`config.mk`:
```
export PLATFORM = sky130hd
export DESIGN_NAME = qpsk_tx_mapper_flat
export DESIGN_NICKNAME = d
export VERILOG_FILES = /design/src/rtl/qpsk_tx_mapper_if.sv /design/src/rtl/qpsk_tx_mapper.sv /design/src/flat_wrapper.sv
export SDC_FILE = /design/constraint.sdc
export NUM_CORES = 1
export LEC_CHECK = 0
export CAP_MARGIN = 40
export CORE_ASPECT_RATIO = 1.5
export CORE_MARGIN = 1.5
export CORE_UTILIZATION = 28
export DETAILED_ROUTE_END_ITERATION = 8
export PLACE_DENSITY_LB_ADDON = 0.25
export SYNTH_ARGS = -nofsm -noshare
export SYNTH_HDL_FRONTEND = slang
export SYNTH_SLANG_ARGS = --single-unit
export TNS_END_PERCENT = 1
```
`constraint.sdc`:
```
create_clock -name ce_clk -period 6.7 [get_ports ce_clk]
set_clock_uncertainty 0.15 [all_clocks]
set_input_delay 1.675 -clock ce_clk [delete_from_list [all_inputs] [get_ports ce_clk]]
set_output_delay 1.675 -clock ce_clk [all_outputs]
set_load 0.005 [all_outputs]
```
`src/rtl/qpsk_tx_mapper_if.sv`:
```
// rtl/qpsk_tx_mapper_if.sv - 32-bit stream handshake bundle (tdata/tlast/tvalid/tready) for qpsk_tx_mapper
interface qpsk_tx_mapper_if;
  logic [31:0] tdata;
  logic        tlast;
  logic        tvalid;
  logic        tready;

  modport master (output tdata, output tlast, output tvalid, input  tready);
  modport slave  (input  tdata, input  tlast, input  tvalid, output tready);
endinterface

```
`src/rtl/qpsk_tx_mapper.sv`:
```
// rtl/qpsk_tx_mapper.sv - QPSK dibit mapper holding each symbol SPS samples; QPSK_TX_DIFF_EN enables differential encoding
module qpsk_tx_mapper #(
  parameter int          SPS = 16,
  parameter logic [15:0] AMP = 16'h2D41
) (
  input  logic             ce_clk,
  input  logic             ce_rst,
  qpsk_tx_mapper_if.slave  s_axis,
  qpsk_tx_mapper_if.master m_axis
);

  localparam logic [15:0] AMP_NEG  = ~AMP + 16'd1;
  localparam logic [7:0]  SMP_LAST = 8'(SPS - 1);

  typedef enum logic {IDLE, RUN} state_t;

  state_t      state_q, state_n;
  logic [31:0] word_q, word_n;
  logic        last_q, last_n;
  logic [3:0]  sym_q, sym_n;
  logic [7:0]  smp_q, smp_n;
  logic [31:0] data_q, data_n;
  logic        valid_q, valid_n;
  logic        tlast_q, tlast_n;
  logic        s_ready;
  logic        s_hs, m_hs;
  logic        sym_end, word_end;
  logic        present;
  logic [1:0]  dibit;
`ifdef QPSK_TX_DIFF_EN
  logic [1:0]  phase_q, phase_n, phase_base;
`endif

  // Build one {I,Q} sample from the two rail signs.
  function automatic logic [31:0] point(input logic i_neg, input logic q_neg);
    return {(i_neg ? AMP_NEG : AMP), (q_neg ? AMP_NEG : AMP)};
  endfunction

`ifdef QPSK_TX_DIFF_EN
  // Phase increment per dibit: 00->0, 01->1, 11->2, 10->3.
  function automatic logic [1:0] phase_step(input logic [1:0] d);
    return {d[1], d[1] ^ d[0]};
  endfunction
`endif

  assign s_axis.tready = s_ready;
  assign m_axis.tdata  = data_q;
  assign m_axis.tvalid = valid_q;
  assign m_axis.tlast  = tlast_q;

  // Next-state: word load, sample/symbol counting and output sample selection.
  always_comb begin
    state_n  = state_q;
    word_n   = word_q;
    last_n   = last_q;
    sym_n    = sym_q;
    smp_n    = smp_q;
    data_n   = data_q;
    valid_n  = valid_q;
    present  = 1'b0;
    dibit    = word_q[31:30];

    sym_end  = (smp_q == SMP_LAST);
    word_end = sym_end && (sym_q == 4'd15);
    m_hs     = (state_q == RUN) && m_axis.tready;
    s_ready  = !ce_rst && ((state_q == IDLE) || (word_end && m_axis.tready));
    s_hs     = s_ready && s_axis.tvalid;

    if (s_hs) begin
      // New word: either from IDLE or chained onto the last sample of the previous word.
      state_n = RUN;
      word_n  = s_axis.tdata;
      last_n  = s_axis.tlast;
      sym_n   = 4'd0;
      smp_n   = 8'd0;
      valid_n = 1'b1;
      dibit   = s_axis.tdata[31:30];
      present = 1'b1;
    end else if (m_hs) begin
      if (word_end) begin
        state_n = IDLE;
        valid_n = 1'b0;
      end else if (sym_end) begin
        sym_n   = sym_q + 4'd1;
        smp_n   = 8'd0;
        word_n  = {word_q[29:0], 2'b00};
        dibit   = word_q[29:28];
        present = 1'b1;
      end else begin
        smp_n   = smp_q + 8'd1;
      end
    end

    tlast_n = (state_n == RUN) && last_n && (sym_n == 4'd15) && (smp_n == SMP_LAST);

`ifdef QPSK_TX_DIFF_EN
    phase_base = (m_hs && word_end && last_q) ? 2'd0 : phase_q;
    phase_n    = phase_base;
    if (present) begin
      phase_n = phase_base + phase_step(dibit);
      data_n  = point(phase_n[1] ^ phase_n[0], phase_n[1]);
    end
`else
    if (present) begin
      data_n = point(dibit[1], dibit[0]);
    end
`endif
  end

  // State, counters and registered output sample.
  always_ff @(posedge ce_clk) begin
    if (ce_rst) begin
      state_q <= IDLE;
      word_q  <= '0;
      last_q  <= 1'b0;
      sym_q   <= '0;
      smp_q   <= '0;
      data_q  <= '0;
      valid_q <= 1'b0;
      tlast_q <= 1'b0;
    end else begin
      state_q <= state_n;
      word_q  <= word_n;
      last_q  <= last_n;
      sym_q   <= sym_n;
      smp_q   <= smp_n;
      data_q  <= data_n;
      valid_q <= valid_n;
      tlast_q <= tlast_n;
    end
  end

`ifdef QPSK_TX_DIFF_EN
  // Differential phase accumulator, cleared on reset and after a tlast word.
  always_ff @(posedge ce_clk) begin
    if (ce_rst) begin
      phase_q <= 2'd0;
    end else begin
      phase_q <= phase_n;
    end
  end
`endif

endmodule

```
`src/flat_wrapper.sv`:
```
// flat-port wrapper written by rule: the top's interface ports become plain ports
module qpsk_tx_mapper_flat 
#(
  parameter int          SPS = 16,
  parameter logic [15:0] AMP = 16'h2D41
)
  (ce_clk, ce_rst, s_axis_tdata, s_axis_tlast, s_axis_tvalid, s_axis_tready, m_axis_tdata, m_axis_tlast, m_axis_tvalid, m_axis_tready);
  qpsk_tx_mapper_if s_axis_i ();
  qpsk_tx_mapper_if m_axis_i ();
  input  logic ce_clk;
  input  logic ce_rst;
  input wire logic [$bits(s_axis_i.tdata)-1:0] s_axis_tdata;
  input wire logic [$bits(s_axis_i.tlast)-1:0] s_axis_tlast;
  input wire logic [$bits(s_axis_i.tvalid)-1:0] s_axis_tvalid;
  output wire logic [$bits(s_axis_i.tready)-1:0] s_axis_tready;
  output wire logic [$bits(m_axis_i.tdata)-1:0] m_axis_tdata;
  output wire logic [$bits(m_axis_i.tlast)-1:0] m_axis_tlast;
  output wire logic [$bits(m_axis_i.tvalid)-1:0] m_axis_tvalid;
  input wire logic [$bits(m_axis_i.tready)-1:0] m_axis_tready;
  assign s_axis_i.tdata = s_axis_tdata;
  assign s_axis_i.tlast = s_axis_tlast;
  assign s_axis_i.tvalid = s_axis_tvalid;
  assign s_axis_tready = s_axis_i.tready;
  assign m_axis_tdata = m_axis_i.tdata;
  assign m_axis_tlast = m_axis_i.tlast;
  assign m_axis_tvalid = m_axis_i.tvalid;
  assign m_axis_i.tready = m_axis_tready;
  qpsk_tx_mapper #(.SPS(SPS), .AMP(AMP)) u_core (.ce_clk(ce_clk), .ce_rst(ce_rst), .s_axis(s_axis_i), .m_axis(m_axis_i));
endmodule
```
==> results.yml, run 1 <==
# flow metrics
global_routing:
  first_global_vias: 2098
  grt.overflow.total: 0
critical_path:
  start_kind: "input pin"
  worstPathRequired_ps: 4880
  r2r-start: "u_core.smp_q[4]"
  critPathMaxFanout: 7
power:
  power_frac_clock: 0.411
  seqPwrFrac: 0.469
  p_total_mw: 0.687
  p_seq_mw: 0.322
final_timing:
  worstMarginPinSlew_ps: 642
place:
  dpl_cell_area_um2: 3070
  place_congestion: 0.825
cts:
  clock_sinks: 51
floorplan:
  dieHeight_um: 118
  io_pins: 72
logic_synthesis:
  synth-edff-count: 0
  ys_sh_xor: 0.0177
min_path:
  min_path_cells: 2
run_status:
  status: "complete, no violations"
final_layout:
  nFillCells: 874
routing:
  drt_iter0_markers: 86
[run 1: flip-flops by register name, indices dropped and copies added, names as in the netlist]
| signal | count |
|---|---|
| u_core.m_axis.tvalid | 1 |
| u_core.word_q | 30 |
| u_core.smp_q | 8 |
| u_core.m_axis.tdata | 5 |
| u_core.last_q | 1 |
| u_core.m_axis.tlast | 1 |
| u_core.state_q | 1 |
| u_core.sym_q | 4 |
[run 1: area by class of cell]
cell class / count / share of cell area
clock inverter: 1 / 0.00931
clock buffer: 6 / 0.0399
sequential: 51 / 0.316
multi-input combinational: 191 / 0.354
timing repair buffer: 76 / 0.232
tap: 107 / 0.0415
inverter: 6 / 0.00698
[run 1: worst max-delay path, delay by kind of cell]
kind	cells	cell delay, ps
compound gates	1	540
simple gates	1	110
buf+inv	3	1130
==> run_1/met1.png <==
(4 px per um) Supply wires on this layer in gray.
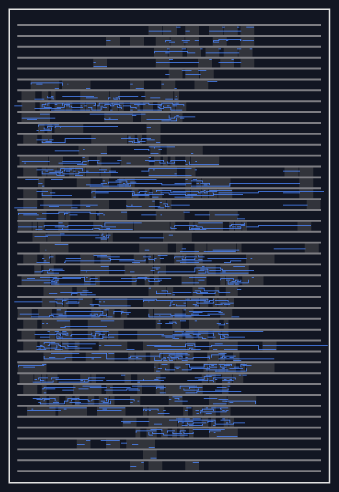
- wire length on this layer: 2,440 um
- longest straight run: 19.3 um
M1 GR Usage: 0.145
final WL: 5.95 mm

==> run_1/met2.png <==
(4 px per um)
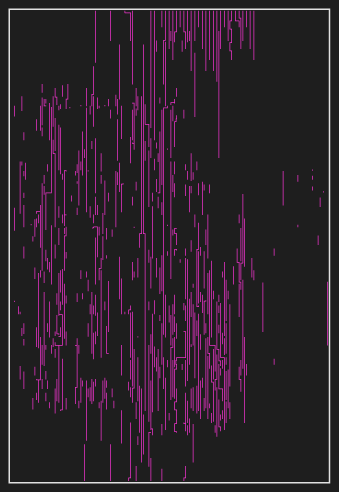
- share of all routed wire: 53%
- nets with wire on the layer: 305
- wire length on this layer: 3,130 um
Via Count: 2,163
GR Util met2: 0.230

==> run_1/met3.png <==
(4 px per um)
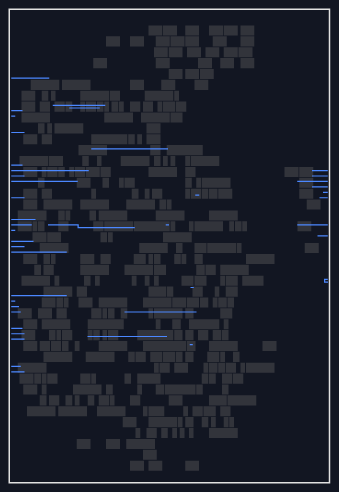
- longest straight run: 19.5 um
- nets with wire on the layer: 38
- share of all routed wire: 4.3%
- wire length on this layer: 256 um
- main direction: horizontal
met3 usage: 0.0333

## Run 2: what changed since run 1
Clock period 6.7 ns to 5.3 ns, I/O delays scaled along.
==> run_2/met3.png <==
(4 px per um)
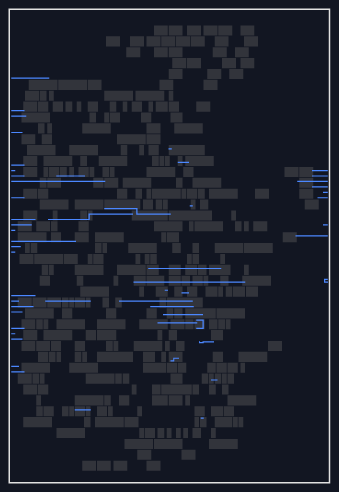
- share of all routed wire: 5.1%
- longest straight run: 27.6 um
- wire length on this layer: 312 um
Via Count: 2,217
met3 usage: 0.0240
final WL: 6.16 mm

==> run 2 against run 1 <==
Compared with the run above: wire length grew 3.5%; critical path depth unchanged; die area is the same; area after synthesis unchanged; global-route usage rose by 0.41 points; critical path type unchanged; largest power group unchanged; highest routed layer unchanged.
==> results.yml, run 2 <==
# flow metrics
final_layout:
  buffers: 76
  num-multi-input-gates: 191
  seq_share: 0.315
  clk_share: 0.0547
  buf_share: 0.231
  nNonClkInverters: 6
  clock_buffers: 6
  design.seq.count: 51
  regMostFlops: "u_core.word_q"
place:
  dpl_cell_area_um2: 3070
floorplan:
  nWellTaps: 107
  dieHeight_um: 118
  io_pins: 72
cts:
  clock_sinks: 51
power:
  power_frac_clock: 0.426
run_status:
  status: "complete, no violations"
critical_path:
  start_kind: "input pin"
  critPathMaxFanout: 7
  worstPathRequired_ps: 3830
final_timing:
  worstMarginPinSlew_ps: 578
logic_synthesis:
  synth-edff-count: 0
min_path:
  min_path_cells: 2
global_routing:
  grt.overflow.total: 0
run 2: cell counts after synthesis:
Identical to the previous run, type by type.
run 2: routing by layer:
layer	wire length [um]	global-route usage
met1	2590	0.163
met2	3110	0.226
met3	311	0.0240
met4	148	0.0625
met5	0	0
run 2: path summary, 6_finish.rpt:
| kind | end | from |
|---|---|---|
| max | s_axis_tready | m_axis_tready |
| min | u_core.word_q[29] | u_core.word_q[29] |
| max reg2reg | u_core.m_axis.tdata[30] | u_core.smp_q[4] |
| min reg2reg | u_core.word_q[29] | u_core.word_q[29] |
run 2: worst max-delay path, cell delays in order:
cell and delay, ps:
clkdlybuf4s50_1 550, inv_1 70, o41a_4 540, nor2_1 110, clkdlybuf4s50_1 500
## Run 3: what changed since run 2
Settings changed: ABC_AREA from default to 1, GPL_ROUTABILITY_DRIVEN from default to 0, SKIP_LAST_GASP from default to 1.
==> run_3/met3.png <==
(4 px per um)
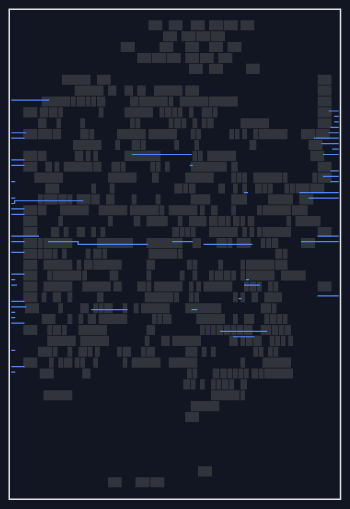
- nets with wire on the layer: 48
- main direction: horizontal
final WL: 5.85 mm
met3 usage: 0.0240

==> run 3 against run 2 <==
Compared with the run above: hold slack improved by 13 ps; wire length decreased by 5.0%; register-to-register slack improved by 400 ps; critical path depth unchanged; clock power decreased by 17%; utilization decreased by 2.0 points; first-iteration DRC count increased by 14%; count of clock-buffer cells in the layout unchanged; power decreased by 6.6%; sequential power about the same; design area increased by 3.0%; largest cell class unchanged; highest routed layer unchanged.
==> results.yml, run 3 <==
# flow metrics
run_status:
  status: "complete, no violations"
critical_path:
  r2r-start: "u_core.smp_q[0]"
  crit_cells: 5
  crit_end: "s_axis_tready"
  path_cells: "clkdlybuf4s50_1 > clkinv_1 > nand2_1 > inv_1 > clkdlybuf4s50_1"
  critPathMaxFanout: 10
  crit_slowest_cell: "clkdlybuf4s50_1"
  rr_endpoint: "u_core.m_axis.tlast"
  path_delay_family: "buffers and inverters"
  worst_path_largest_cell_delay_ps: 480
  worstPathRequired_ps: 3830
  cp-startpoint: "ce_rst"
  start_kind: "input pin"
routing:
  top_layer: "met4"
  num_vias: 2312
  drt-met1-wl_mm: 2.65
  wl_met3_um: 234
min_path:
  hp-start: "u_core.word_q[0]"
final_layout:
  nNonClkInverters: 27
  clock_buffers: 6
  seq_share: 0.306
  num-multi-input-gates: 244
  regArea_um2: 1020
  clk_share: 0.0431
  buffers: 73
floorplan:
  nWellTaps: 112
  io_pins: 72
  dieHeight_um: 122
final_timing:
  worstMarginPinSlew_ps: 545
power:
  power_frac_clock: 0.380
logic_synthesis:
  synth_top_area_share: 0.385
  synth-edff-count: 0
  synth_simple_gate_area_share: 0.334
cts:
  clock_sinks: 51
global_routing:
  grt.overflow.total: 0
  top_usage_layer: "met2"
place:
  dpl_cell_area_um2: 3200
  dp.cells: 507
==> run 3: cell count changes in the layout (fill, tap and decap cells not counted), moves of 4 or more <==
| cell | previous run | this run |
|---|---|---|
| a21oi_1 | 37 | 9 |
| a22oi_1 | 30 | 0 |
| a31oi_1 | 0 | 27 |
| buf_4 | 5 | 1 |
| inv_1 | 6 | 24 |
| nand2_1 | 45 | 120 |
| nand2_2 | 0 | 17 |
| nand3_1 | 7 | 17 |
| nor2_1 | 16 | 27 |
| nor4_1 | 4 | 0 |
==> run 3: worst min path at each step <==
stage                            end  depth (start not counted)
floorplan           u_core.word_q[0]                          2
global placement    u_core.word_q[0]                          2
detailed placement  u_core.word_q[0]                          2
CTS                 u_core.word_q[0]                          2
global route        u_core.word_q[0]                          2
finish              u_core.word_q[0]                          2

==> gallery <==
Routing congestion map.
panel A
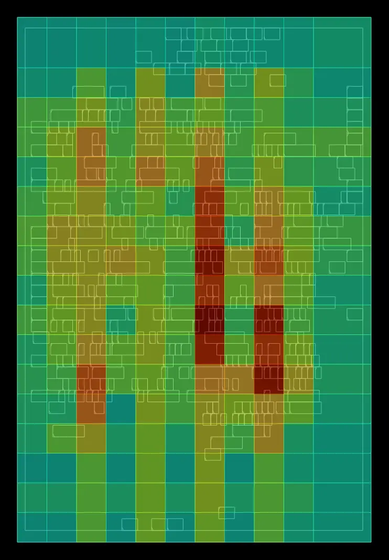
panel B
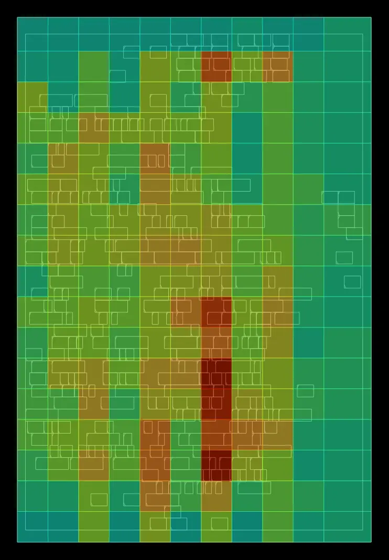
Panel A comes from run 3.
Panel B comes from run 1.
Of these, most wire per cell: panel B

Power and IR drop assume default switching activity.
